## config.mk

```make
export PLATFORM = sky130hd
export DESIGN_NAME = m_multi_linked_list
export DESIGN_NICKNAME = d
export VERILOG_FILES = /design/src/rtl/m_multi_linked_list.sv
export SDC_FILE = /design/constraint.sdc
export NUM_CORES = 1
export LEC_CHECK = 0
export ABC_AREA = 1
export CORE_MARGIN = 3
export CORE_UTILIZATION = 30
export DETAILED_ROUTE_END_ITERATION = 10
export MAX_ROUTING_LAYER = met4
export PLACE_DENSITY_LB_ADDON = 0.2
export SYNTH_ARGS = -nofsm -noshare
export SYNTH_HDL_FRONTEND = slang
export SYNTH_SLANG_ARGS = --single-unit
```

## constraint.sdc

```tcl
create_clock -name clk -period 6.05 [get_ports clk]
set_input_delay 1.21 -clock clk [delete_from_list [all_inputs] [get_ports clk]]
set_output_delay 1.21 -clock clk [all_outputs]
set_load 0.03 [all_outputs]
```

## src/rtl/m_multi_linked_list.sv

```systemverilog
// Multiple FIFO queues sharing one storage pool through per-entry next-pointers.
// Unused entries are kept on a free list. Each queue can be flushed onto the free list in one cycle.
//
// state  | meaning
// S_INIT | write next[i]=i+1 for each entry, one per cycle; all handshakes blocked
// S_RUN  | normal push/pop/flush operation
module m_multi_linked_list #(
   parameter int WIDTH     = 4,
   parameter int DEPTH     = 16,
   parameter int NUM_LISTS = 4,
   localparam int L2_DEPTH = $clog2(DEPTH),
   localparam int L2_LISTS = $clog2(NUM_LISTS)
) (
   input  logic                  clk,
   input  logic                  rst,
   input  logic                  push_vld,
   output logic                  push_rdy,
   input  logic [L2_LISTS-1:0]   push_id,
   input  logic [WIDTH-1:0]      push,
   input  logic [L2_LISTS-1:0]   pop_id,
   output logic                  pop_vld,
   input  logic                  pop_rdy,
   output logic [WIDTH-1:0]      pop,
   input  logic                  flush_vld,
   output logic                  flush_rdy,
   input  logic [L2_LISTS-1:0]   flush_id,
   output logic [NUM_LISTS-1:0]  empty,
   output logic [L2_DEPTH:0]     free_cnt,
   output logic                  init_done
);

   typedef enum logic {S_INIT, S_RUN} state_t;

   localparam logic [L2_DEPTH:0]   CNT_ONE  = (L2_DEPTH+1)'(1);
   localparam logic [L2_DEPTH:0]   CNT_FULL = (L2_DEPTH+1)'(DEPTH);
   localparam logic [L2_DEPTH-1:0] IDX_LAST = L2_DEPTH'(DEPTH-1);

   state_t state_q, state_d;
   logic [L2_DEPTH-1:0] init_cnt_q;
   logic                run, init_last;

   logic [WIDTH-1:0]    data [DEPTH];
   logic [L2_DEPTH-1:0] nxt  [DEPTH];

   logic [L2_DEPTH-1:0] head_q [NUM_LISTS];
   logic [L2_DEPTH-1:0] head_d [NUM_LISTS];
   logic [L2_DEPTH-1:0] tail_q [NUM_LISTS];
   logic [L2_DEPTH-1:0] tail_d [NUM_LISTS];
   logic [L2_DEPTH:0]   cnt_q  [NUM_LISTS];
   logic [L2_DEPTH:0]   cnt_d  [NUM_LISTS];

   logic [L2_DEPTH-1:0] free_head_q, free_head_d;
   logic [L2_DEPTH-1:0] free_tail_q, free_tail_d;
   logic [L2_DEPTH:0]   free_cnt_q, free_cnt_d;

   logic                lnk_we, fre_we;
   logic [L2_DEPTH-1:0] lnk_addr, lnk_val, fre_addr, fre_val;

   logic                push_fire, pop_fire, flush_fire, same_list;
   logic [L2_DEPTH-1:0] e, h;

   // FSM: INIT is timed by a down-counter that ends on terminal count zero
   always_ff @(posedge clk or posedge rst) begin
      if (rst) begin
         state_q    <= S_INIT;
         init_cnt_q <= IDX_LAST;
      end else begin
         state_q <= state_d;
         if (state_q == S_INIT) init_cnt_q <= init_cnt_q - 1'b1;
      end
   end

   always_comb begin
      state_d = state_q;
      case (state_q)
         S_INIT:  if (init_cnt_q == '0) state_d = S_RUN;
         S_RUN:   state_d = S_RUN;
         default: state_d = S_INIT;
      endcase
   end

   assign run       = (state_q == S_RUN);
   assign init_last = (state_q == S_INIT) && (init_cnt_q == '0);
   assign init_done = run;
   assign free_cnt  = free_cnt_q;

   assign flush_rdy = run;
   assign push_rdy  = run && !flush_vld && (free_cnt_q != '0);
   assign pop_vld   = run && !flush_vld && (cnt_q[pop_id] != '0);
   assign pop       = data[head_q[pop_id]];

   assign push_fire  = push_vld && push_rdy;
   assign pop_fire   = pop_vld && pop_rdy;
   assign flush_fire = flush_vld && flush_rdy;
   assign same_list  = push_fire && pop_fire && (push_id == pop_id);
   assign e          = free_head_q;
   assign h          = head_q[pop_id];

   always_comb begin
      for (int i = 0; i < NUM_LISTS; i++) begin
         empty[i] = (cnt_q[i] == '0);
      end
   end

   always_comb begin
      head_d      = head_q;
      tail_d      = tail_q;
      cnt_d       = cnt_q;
      free_head_d = free_head_q;
      free_tail_d = free_tail_q;
      free_cnt_d  = free_cnt_q;
      lnk_we      = 1'b0;
      lnk_addr    = '0;
      lnk_val     = '0;
      fre_we      = 1'b0;
      fre_addr    = '0;
      fre_val     = '0;
      if (init_last) begin
         free_head_d = '0;
         free_tail_d = IDX_LAST;
         free_cnt_d  = CNT_FULL;
      end else if (flush_fire) begin
         if (cnt_q[flush_id] != '0) begin
            if (free_cnt_q == '0) begin
               free_head_d = head_q[flush_id];
            end else begin
               fre_we   = 1'b1;
               fre_addr = free_tail_q;
               fre_val  = head_q[flush_id];
            end
            free_tail_d     = tail_q[flush_id];
            free_cnt_d      = free_cnt_q + cnt_q[flush_id];
            cnt_d[flush_id] = '0;
         end
      end else begin
         if (pop_fire) begin
            head_d[pop_id] = nxt[h];
            cnt_d[pop_id]  = cnt_q[pop_id] - CNT_ONE;
         end
         if (push_fire) begin
            // a same-list pop of the only entry leaves the pushed entry as the whole list
            if ((cnt_q[push_id] == '0) || (same_list && (cnt_q[push_id] == CNT_ONE))) begin
               head_d[push_id] = e;
            end else begin
               lnk_we   = 1'b1;
               lnk_addr = tail_q[push_id];
               lnk_val  = e;
            end
            tail_d[push_id] = e;
            cnt_d[push_id]  = cnt_d[push_id] + CNT_ONE;
         end
         if (push_fire && pop_fire) begin
            if (free_cnt_q == CNT_ONE) begin
               free_head_d = h;
            end else begin
               free_head_d = nxt[e];
               fre_we      = 1'b1;
               fre_addr    = free_tail_q;
               fre_val     = h;
            end
            free_tail_d = h;
         end else if (push_fire) begin
            free_head_d = nxt[e];
            free_cnt_d  = free_cnt_q - CNT_ONE;
         end else if (pop_fire) begin
            if (free_cnt_q == '0) begin
               free_head_d = h;
            end else begin
               fre_we   = 1'b1;
               fre_addr = free_tail_q;
               fre_val  = h;
            end
            free_tail_d = h;
            free_cnt_d  = free_cnt_q + CNT_ONE;
         end
      end
   end

   always_ff @(posedge clk or posedge rst) begin
      if (rst) begin
         for (int i = 0; i < NUM_LISTS; i++) begin
            head_q[i] <= '0;
            tail_q[i] <= '0;
            cnt_q[i]  <= '0;
         end
         free_head_q <= '0;
         free_tail_q <= '0;
         free_cnt_q  <= '0;
      end else begin
         head_q      <= head_d;
         tail_q      <= tail_d;
         cnt_q       <= cnt_d;
         free_head_q <= free_head_d;
         free_tail_q <= free_tail_d;
         free_cnt_q  <= free_cnt_d;
      end
   end

   // Storage and links are not reset; INIT rebuilds the links
   always_ff @(posedge clk) begin
      if (push_fire) data[e] <= push;
   end

   always_ff @(posedge clk) begin
      if (state_q == S_INIT) nxt[init_cnt_q] <= init_cnt_q + 1'b1;
      if (lnk_we) nxt[lnk_addr] <= lnk_val;
      if (fre_we) nxt[fre_addr] <= fre_val;
   end

endmodule

```

==> images/registers.png <==
Scale bar: 50 µm. Other sequential cells in the stronger grey, the rest of the logic in the fainter grey.
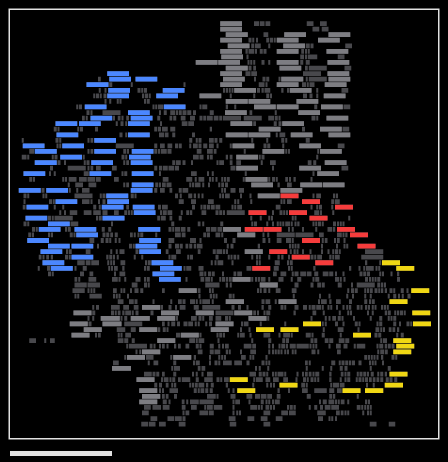
name in the netlist	colour	sequential cells
head_q	red	16
cnt_q	yellow	20
nxt	blue	64
storage element area: 5600 µm²
seq pwr: 1.98 mW
Final Util: 34.38%

==> images/final_congestion.png <==
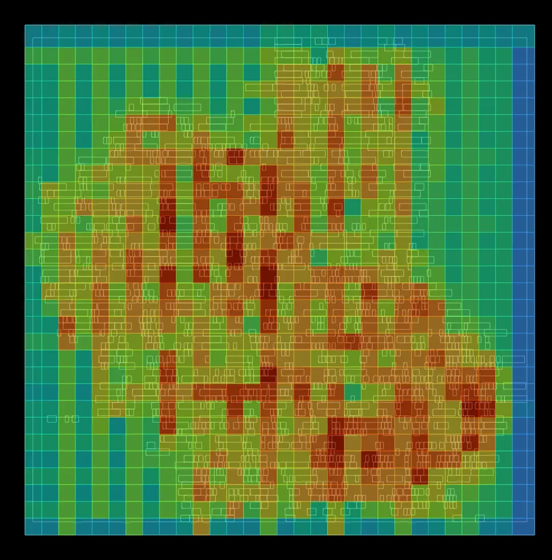
met1 Usage GRT: 27.00%
GR Layer Usage met3: 3.558%

==> qor.csv <==
metric,value,unit
vias,10980,
critPathKind,input port to primary output,
seq_share,40.44,%
wl_met3,2700,µm
p_comb_share,42.7,%
syn_to_final_growth,11.75,%
htree_num_levels,4,
post_cts_buffers,0,
yosysWarnings,0,
startpoint_type,input port,
async_reset_ff_share,35.35,%
via_per_inst,5.257,
p_total,5.491,mW
crit_family,buffers and inverters,
status,"finished, final reports clean",
startpoint,pop_id[1],
synthTopLogicFamily,simple AND/OR/NAND/NOR gates,
aoi_share,18.18,%
hold_buffers,0,
signal_buffers,65,
tightest_slew,0.9722,ns
port_buffers,31,
drv_slew,0,
comb_area,5893,µm²
fillers,4179,
busiest_layer,met2,
netlist_top_cells_count,"nand2_1, o21ai_0, inv_1",
switching_share,43.80,%
top_cell,nand2_1,
cts_tree,done,
initial_utilization,30.77,%
antenna_found_initial,0,
finClkSkew,0.01486,ns
gp_congestion,0.9242,
synthXorXnorAreaFrac,0.8481,%
grt-ovfl-total,0,
cp.depth,13,
rr_worst_depth,17,
pre_cts_ws,0.5647,ns
p_seq_share,36.0,%
hold_path_end,head_q[12],
cts-root-buf,clkbuf_16,
placedInstanceArea,13260,µm²
ff2ff_setup_slack,2.36,ns
min_path_cells,2,
setup_tns,0,ns
worst-path-buf-inv,6,
wl_met2,18800,µm
num_rows,73,
antenna_left,0,
comb_area_share,42.55,%
clock_net_power,1.17,mW
grt_pass1_vias,10460,
num-nets-final,1578,
r2r-start,cnt_q[5],
diodes,0,
grt_max_degree,71,
clockBufferDepth,2,
clk_share,4.264,%
simple_gate_share,26.39,%
Power is estimated from default activity; no workload was simulated.
